`config.mk`:
```
export PLATFORM = sky130hd
export DESIGN_NAME = board_io_hub
export DESIGN_NICKNAME = d
export VERILOG_FILES = /design/src/rtl/board_io_pkg.sv /design/src/rtl/io_debounce.sv /design/src/rtl/board_io_hub.sv
export SDC_FILE = /design/constraint.sdc
export NUM_CORES = 1
export LEC_CHECK = 0
export CAP_MARGIN = 20
export CORE_MARGIN = 2
export CORE_UTILIZATION = 45
export DETAILED_ROUTE_END_ITERATION = 16
export SYNTH_ARGS = -nofsm -noshare
export SYNTH_HDL_FRONTEND = slang
export SYNTH_SLANG_ARGS = --single-unit
```
`constraint.sdc`:
```
create_clock -name clk_i -period 1.7 [get_ports clk_i]
set_clock_uncertainty 0.05 [all_clocks]
set_input_delay 0.17 -clock clk_i [delete_from_list [all_inputs] [get_ports clk_i]]
set_output_delay 0.17 -clock clk_i [all_outputs]
set_load 0.05 [all_outputs]
```
`src/rtl/board_io_pkg.sv`:
```
// Shared types and constants for the board I/O hub.
package board_io_pkg;

    // SoC reset sequencer states
    typedef enum logic [1:0] {
        RS_HOLD,
        RS_COUNT,
        RS_RUN
    } rst_seq_e;

    // Width of the LED PWM phase counter and duty input
    localparam int PWM_W = 8;

endpackage

```
`src/rtl/io_debounce.sv`:
```
// One input channel: 2-FF synchroniser followed by a stable-count debouncer.
// The output follows the synchronised input only after it has disagreed with
// the output for DEBOUNCE_CYCLES consecutive cycles.
module io_debounce #(
    parameter int DEBOUNCE_CYCLES = 100000
) (
    input  logic clk_i,
    input  logic srst_n_i,
    input  logic raw_i,
    output logic deb_o
);

    localparam int                CNT_W    = $clog2(DEBOUNCE_CYCLES + 1);
    localparam logic [CNT_W-1:0]  CNT_LAST = CNT_W'(DEBOUNCE_CYCLES - 1);

    logic [1:0]       sync_q;
    logic [CNT_W-1:0] cnt_q;
    logic             deb_q;
    logic             raw_s;

    assign raw_s = sync_q[1];
    assign deb_o = deb_q;

    // Synchronise the raw pin and accept a new level once it has been stable long enough
    always_ff @(posedge clk_i) begin
        // NOTE: reset is sampled on the clock edge, and all state uses <= so every
        // flop sees the pre-edge values of its neighbours.
        if (!srst_n_i) begin
            sync_q <= '0;
            cnt_q  <= '0;
            deb_q  <= 1'b0;
        end else begin
            sync_q <= {sync_q[0], raw_i};
            if (raw_s == deb_q) begin
                cnt_q <= '0;
            end else if (cnt_q == CNT_LAST) begin
                deb_q <= raw_s;
                cnt_q <= '0;
            end else begin
                cnt_q <= cnt_q + 1'b1;
            end
        end
    end

endmodule

```
`src/rtl/board_io_hub.sv`:
```
// Board-level I/O front end between FPGA pins and the SoC core.
// Sequences the SoC reset from PLL lock and the reset button, debounces
// switches and buttons, raises a sticky button interrupt and drives LEDs.
// Optional feature: define BOARD_IO_HUB_PWM_EN to add led_duty_i and LED PWM dimming.
module board_io_hub
    import board_io_pkg::*;
#(
    parameter int SW_NUM          = 16,
    parameter int BTN_NUM         = 5,
    parameter int LED_NUM         = 16,
    parameter int DEBOUNCE_CYCLES = 100000,
    parameter int RST_HOLD_CYCLES = 1024
) (
    input  logic               clk_i,
    input  logic               srst_n_i,
    input  logic               pll_locked_i,
    input  logic               rst_btn_n_i,
    output logic               soc_rst_o,
    input  logic [SW_NUM-1:0]  sw_i,
    input  logic [BTN_NUM-1:0] btn_i,
    output logic [SW_NUM-1:0]  sw_o,
    output logic [BTN_NUM-1:0] btn_o,
    input  logic [BTN_NUM-1:0] btn_irq_mask_i,
    output logic               irq_o,
    output logic [BTN_NUM-1:0] irq_pend_o,
    input  logic [BTN_NUM-1:0] irq_ack_i,
    input  logic [LED_NUM-1:0] led_i,
`ifdef BOARD_IO_HUB_PWM_EN
    input  logic [PWM_W-1:0]   led_duty_i,
`endif
    output logic [LED_NUM-1:0] led_o
);

    localparam int                   RST_CNT_W    = $clog2(RST_HOLD_CYCLES + 1);
    localparam logic [RST_CNT_W-1:0] RST_CNT_LAST = RST_CNT_W'(RST_HOLD_CYCLES - 1);

    logic [1:0]           lock_sync_q;
    logic [1:0]           rbtn_sync_q;
    logic                 rst_ok;
    rst_seq_e             rst_state_q, rst_state_d;
    logic [RST_CNT_W-1:0] rst_cnt_q, rst_cnt_d;
    logic                 soc_rst_q;

    logic [BTN_NUM-1:0]   btn_prev_q;
    logic [BTN_NUM-1:0]   btn_rise;
    logic [BTN_NUM-1:0]   pend_q;
    logic                 irq_q;
    logic [LED_NUM-1:0]   led_q;

    // ---------------- SoC reset sequencer ----------------

    // Synchronise PLL lock and the reset button into the clock domain
    always_ff @(posedge clk_i) begin
        if (!srst_n_i) begin
            lock_sync_q <= '0;
            rbtn_sync_q <= '0;
        end else begin
            lock_sync_q <= {lock_sync_q[0], pll_locked_i};
            rbtn_sync_q <= {rbtn_sync_q[0], rst_btn_n_i};
        end
    end

    assign rst_ok = lock_sync_q[1] & rbtn_sync_q[1];

    // Sequencer state register; soc_rst_q mirrors "not in RUN" from a flop
    always_ff @(posedge clk_i) begin
        if (!srst_n_i) begin
            rst_state_q <= RS_HOLD;
            rst_cnt_q   <= '0;
            soc_rst_q   <= 1'b1;
        end else begin
            rst_state_q <= rst_state_d;
            rst_cnt_q   <= rst_cnt_d;
            soc_rst_q   <= (rst_state_d != RS_RUN);
        end
    end

    // Next-state: lock and released button must hold RST_HOLD_CYCLES before RUN
    always_comb begin
        // NOTE: every output of this block gets a default first so no path infers a latch.
        rst_state_d = rst_state_q;
        rst_cnt_d   = rst_cnt_q;
        case (rst_state_q)
            RS_HOLD: begin
                rst_cnt_d = '0;
                if (rst_ok) rst_state_d = RS_COUNT;
            end
            RS_COUNT: begin
                if (!rst_ok) begin
                    rst_state_d = RS_HOLD;
                    rst_cnt_d   = '0;
                end else if (rst_cnt_q == RST_CNT_LAST) begin
                    rst_state_d = RS_RUN;
                    rst_cnt_d   = '0;
                end else begin
                    rst_cnt_d = rst_cnt_q + 1'b1;
                end
            end
            RS_RUN: begin
                if (!rst_ok) rst_state_d = RS_HOLD;
            end
            default: begin
                rst_state_d = RS_HOLD;
                rst_cnt_d   = '0;
            end
        endcase
    end

    assign soc_rst_o = soc_rst_q;

    // ---------------- Switch and button debouncers ----------------

    for (genvar i = 0; i < SW_NUM; i++) begin : g_sw
        io_debounce #(.DEBOUNCE_CYCLES(DEBOUNCE_CYCLES)) u_deb (
            .clk_i    (clk_i),
            .srst_n_i (srst_n_i),
            .raw_i    (sw_i[i]),
            .deb_o    (sw_o[i])
        );
    end

    for (genvar i = 0; i < BTN_NUM; i++) begin : g_btn
        io_debounce #(.DEBOUNCE_CYCLES(DEBOUNCE_CYCLES)) u_deb (
            .clk_i    (clk_i),
            .srst_n_i (srst_n_i),
            .raw_i    (btn_i[i]),
            .deb_o    (btn_o[i])
        );
    end

    // ---------------- Button interrupt ----------------

    // Only enabled rising edges count; a masked edge is dropped, not remembered
    assign btn_rise = btn_o & ~btn_prev_q & btn_irq_mask_i;

    // Sticky pending flags, write-1-to-clear, with a new edge beating a same-cycle ack
    always_ff @(posedge clk_i) begin
        if (!srst_n_i) begin
            btn_prev_q <= '0;
            pend_q     <= '0;
            irq_q      <= 1'b0;
        end else begin
            btn_prev_q <= btn_o;
            pend_q     <= (pend_q & ~irq_ack_i) | btn_rise;
            irq_q      <= |pend_q;
        end
    end

    assign irq_pend_o = pend_q;
    assign irq_o      = irq_q;

    // ---------------- LEDs ----------------

    // Register the core's LED request
    always_ff @(posedge clk_i) begin
        if (!srst_n_i) begin
            led_q <= '0;
        end else begin
            led_q <= led_i;
        end
    end

`ifdef BOARD_IO_HUB_PWM_EN
    logic [PWM_W-1:0] phase_q;

    // Free-running PWM phase shared by all LEDs
    always_ff @(posedge clk_i) begin
        if (!srst_n_i) begin
            phase_q <= '0;
        end else begin
            phase_q <= phase_q + 1'b1;
        end
    end

    assign led_o = led_q & {LED_NUM{~soc_rst_q}} & {LED_NUM{phase_q < led_duty_i}};
`else
    assign led_o = led_q & {LED_NUM{~soc_rst_q}};
`endif

endmodule
```
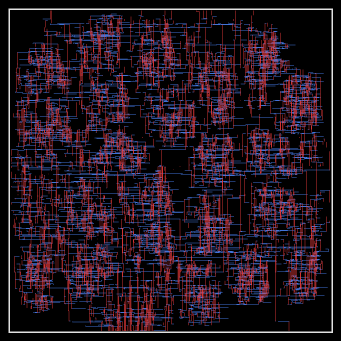
wires.png
(1.5 px per um) Two of the layers only.
- blue: metal 1 (wire length 18700 um)
- red: metal 2 (wire length 18700 um)

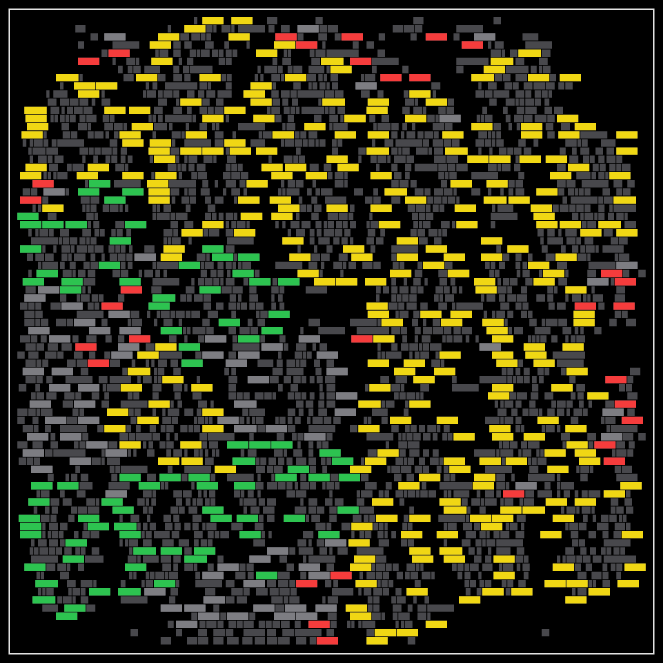
flops_by_reg.png
(3 px per um) Other sequential cells in the stronger gray, the rest of the logic in the fainter gray.
- yellow: `g_sw.u_deb.cnt_q` (placed flops 272; where spread over the die)
- red: `g_sw.u_deb.sync_q` (placed flops 32; where spread over the die)
- green: `g_btn.u_deb.cnt_q` (placed flops 85)
- not colored: 76

==> flow_metrics.py <==
# Metrics from the implementation run
metrics = {
    "clock_network": {
        "cts_buffer_depth": 3,
        "cts_tree": "built",
        "postCtsSetupBuffers": 1,
        "clk_latency_ps": 590,
        "cts_max_level": 2,
        "cts_root_buf": "clkbuf_16",
        "cts_sinks": 465,
        "cts_buffers": 52,
        "postCtsHoldBufs": 1,
    },
    "setup_path": {
        "arrival_ps": 2140,
        "cp_slowest_cell": "or4bb_1",
        "r2r_cells": 5,
        "timing.critical_path.to_type": "flop",
        "cp_slowest_stage_delay_ps": 550,
        "r2r_slack_ps": -20,
        "critPathMaxFanout": 8,
        "path_cells": "or4bb_1 > nor4_4 > or2_1 > buf_6 > a21oi_2",
        "crit_buf_inv": 1,
        "reg2reg_to": "g_sw[14].u_deb.cnt_q[15]",
        "critical_path_required_ps": 2120,
        "critPathKind": "flop to flop",
        "start_kind": "flop",
        "critPathTopFamily": "simple AND/OR/NAND/NOR gates",
    },
    "routing": {
        "routed-via-count": 15738,
        "drc_errors": 0,
        "wire_per_inst_um": 12.87,
        "routed_wirelength_um": 39650,
    },
    "floorplan": {
        "initial_utilization": 0.4531,
        "rows": 77,
        "ioPinCount": 95,
        "core-area_um2": 43930,
        "die_h_um": 214.3,
    },
    "pwr": {
        "pwr-share-clk": 0.506,
        "pwr-share-comb": 0.018,
        "seq_power_share": 0.476,
        "vdd_drop_max_v": 0.0008055,
        "p_sw_uw": 4667,
        "leakagePower_uw": 0.008635,
        "p_int_uw": 18490,
    },
    "grt": {
        "grt_overflow_total": 0,
        "grt_pass1_vias": 15103,
        "grt_util_all_layers": 0.1687,
        "antenna_found_initial": 0,
        "grt_pass1_wl_um": 67710,
    },
    "min_path": {
        "hold_path.class": "input pin to flop",
        "hold_depth": 2,
        "min_to": "g_btn[1].u_deb.sync_q[0]",
    },
    "synthesis": {
        "ys_sh_simple": 0.3005,
        "synth-edff-count": 0,
        "yosysWarnings": 0,
        "ys_sh_aoi": 0.05852,
        "ys_sh_mux": 0.007542,
        "topCombFamilyByArea": "simple AND/OR/NAND/NOR gates",
        "synthFlopType": "dfxtp_1",
        "fa_ha_area_frac": 0.01383,
        "synth.distinct_cells": 64,
        "synthesis.area_um2": 19910,
        "ys_seq_elements": 465,
        "synthXorXnorAreaFrac": 0.1153,
        "ys_seq_share": 0.4676,
    },
    "finish": {
        "utilization": 0.5656,
        "layout_top_cell": "dfxtp_1",
        "antenna_cells": 0,
        "fillers": 4028,
        "lay_top_cells": "437 x dfxtp_1, 287 x nor2_1, 208 x buf_4",
    },
    "sta": {
        "worstMarginPinSlew_ps": 495.2,
        "slew_headroom": 0.6711,
        "fin_ws_ps": -23.54,
        "fmax_ghz": 0.5802,
        "setup_viol": 14,
        "min_period_ps": 1724,
        "hold_viol_final": 0,
    },
    "flow_run": {
        "warning_count": 29,
    },
    "placed_design": {
        "place.port_buffers": 94,
        "hpwl_um": 27110,
    },
    "outcome": {
        "failed_checks": "setup timing",
        "status": "complete, but fails checks",
    },
}
-- cell usage after synthesis (all sizes together), types with 2 or more instances --
cell type	count	area share
nor3	27	0.0068
xnor2	91	0.040
nand3b	6	0.0023
nor2	314	0.059
and4b	9	0.0045
or4bb	2	0.0011
nand3	128	0.033
o21ba	4	0.0020
a21oi	88	0.022
xor2	171	0.075
and2	84	0.026
or3	63	0.020
o31ai	23	0.0087
nor4	42	0.016
o21ai	54	0.014
buf	58	0.020
nand4b	3	0.0013
mux2i	15	0.0075
dfxtp	465	0.47
or2	17	0.0053
or4	32	0.012
a21bo	2	0.0010
or4b	3	0.0019
nand2b	8	0.0025
and4	43	0.019
nor4bb	17	0.0085
ha	22	0.014
o21a	6	0.0023
a21o	4	0.0016
inv	50	0.0094
nand2	111	0.021
and3	41	0.013
nand4	111	0.036
nor4b	10	0.0044
nor2b	19	0.0060
a22o	2	0.00088
o211ai	4	0.0023
a211oi	2	0.00075
clkbuf	39	0.0075
-- flip-flops by register name, summed over array words and instances, names as in the netlist --
signal / cells
g_sw.u_deb.cnt_q: 272
g_btn.u_deb.cnt_q: 85
g_sw.u_deb.sync_q: 32
g_sw.u_deb.deb_o: 16
led_q: 16
rst_cnt_q: 11
g_btn.u_deb.sync_q: 10
btn_prev_q: 5
g_btn.u_deb.deb_o: 5
irq_pend_o: 5
lock_sync_q: 2
rbtn_sync_q: 2
rst_state_q: 2
irq_o: 1
soc_rst_o: 1
-- how the worst max path moves through the flow --
stage                     depth (start not counted)                     from  slack, ps                  endpoint
final                                             5  g_sw[14].u_deb.cnt_q[6]        -20  g_sw[14].u_deb.cnt_q[15]
after global placement                            5  g_sw[5].u_deb.cnt_q[12]        -30       g_sw[5].u_deb.deb_o
after CTS                                         3                soc_rst_o        -20                  led_o[2]
after detailed placement                          5  g_sw[14].u_deb.cnt_q[5]        -10      g_sw[14].u_deb.deb_o
after global routing                              5  g_sw[14].u_deb.cnt_q[6]        -80  g_sw[14].u_deb.cnt_q[15]
after floorplan                                   2                soc_rst_o        -20                 led_o[10]
-- power by group through the flow --
stage,registers (uW),clock network (uW),logic (uW)
3_5_place_dp,11300,0,404
5_1_grt,11000,12500,469
4_1_cts,11000,12100,408
2_1_floorplan,11300,0,196
3_3_place_gp,11300,0,398
6_report,11000,11700,423
-- final cells by class --
type                            instances  area [um2]  share of cell area
Sequential cell                       465        9344              0.3760
Tap cell                              592       740.7             0.02981
Clock buffer                           73        1481             0.05961
Timing Repair Buffer                  291        2535              0.1020
Inverter                               50       187.7            0.007552
Clock inverter                         22       321.6             0.01294
Multi-Input combinational cell       1587       10240              0.4121
-- routing by layer --
layer	global-route usage	vias up	part of all wire
met5	0	-	0
met4	0.05023	0	0.022
met3	0.03674	59	0.036
met2	0.2911	149	0.47
met1	0.2112	7360	0.47
li1	-	8170	-
-- per-stage QoR --
stage	TNS [ps]	std cells	total power, uW	area (um2)
final	-161.8	3080	23160	24850
after global routing	-2378	3080	24030	24850
after CTS	-81.06	3075	23510	24400
after detailed placement	-13.42	2978	11670	22510
after global placement	-27.13	2978	11660	22510
after floorplan	-521.5	2199	11450	19970
Power and IR drop assume default switching activity.
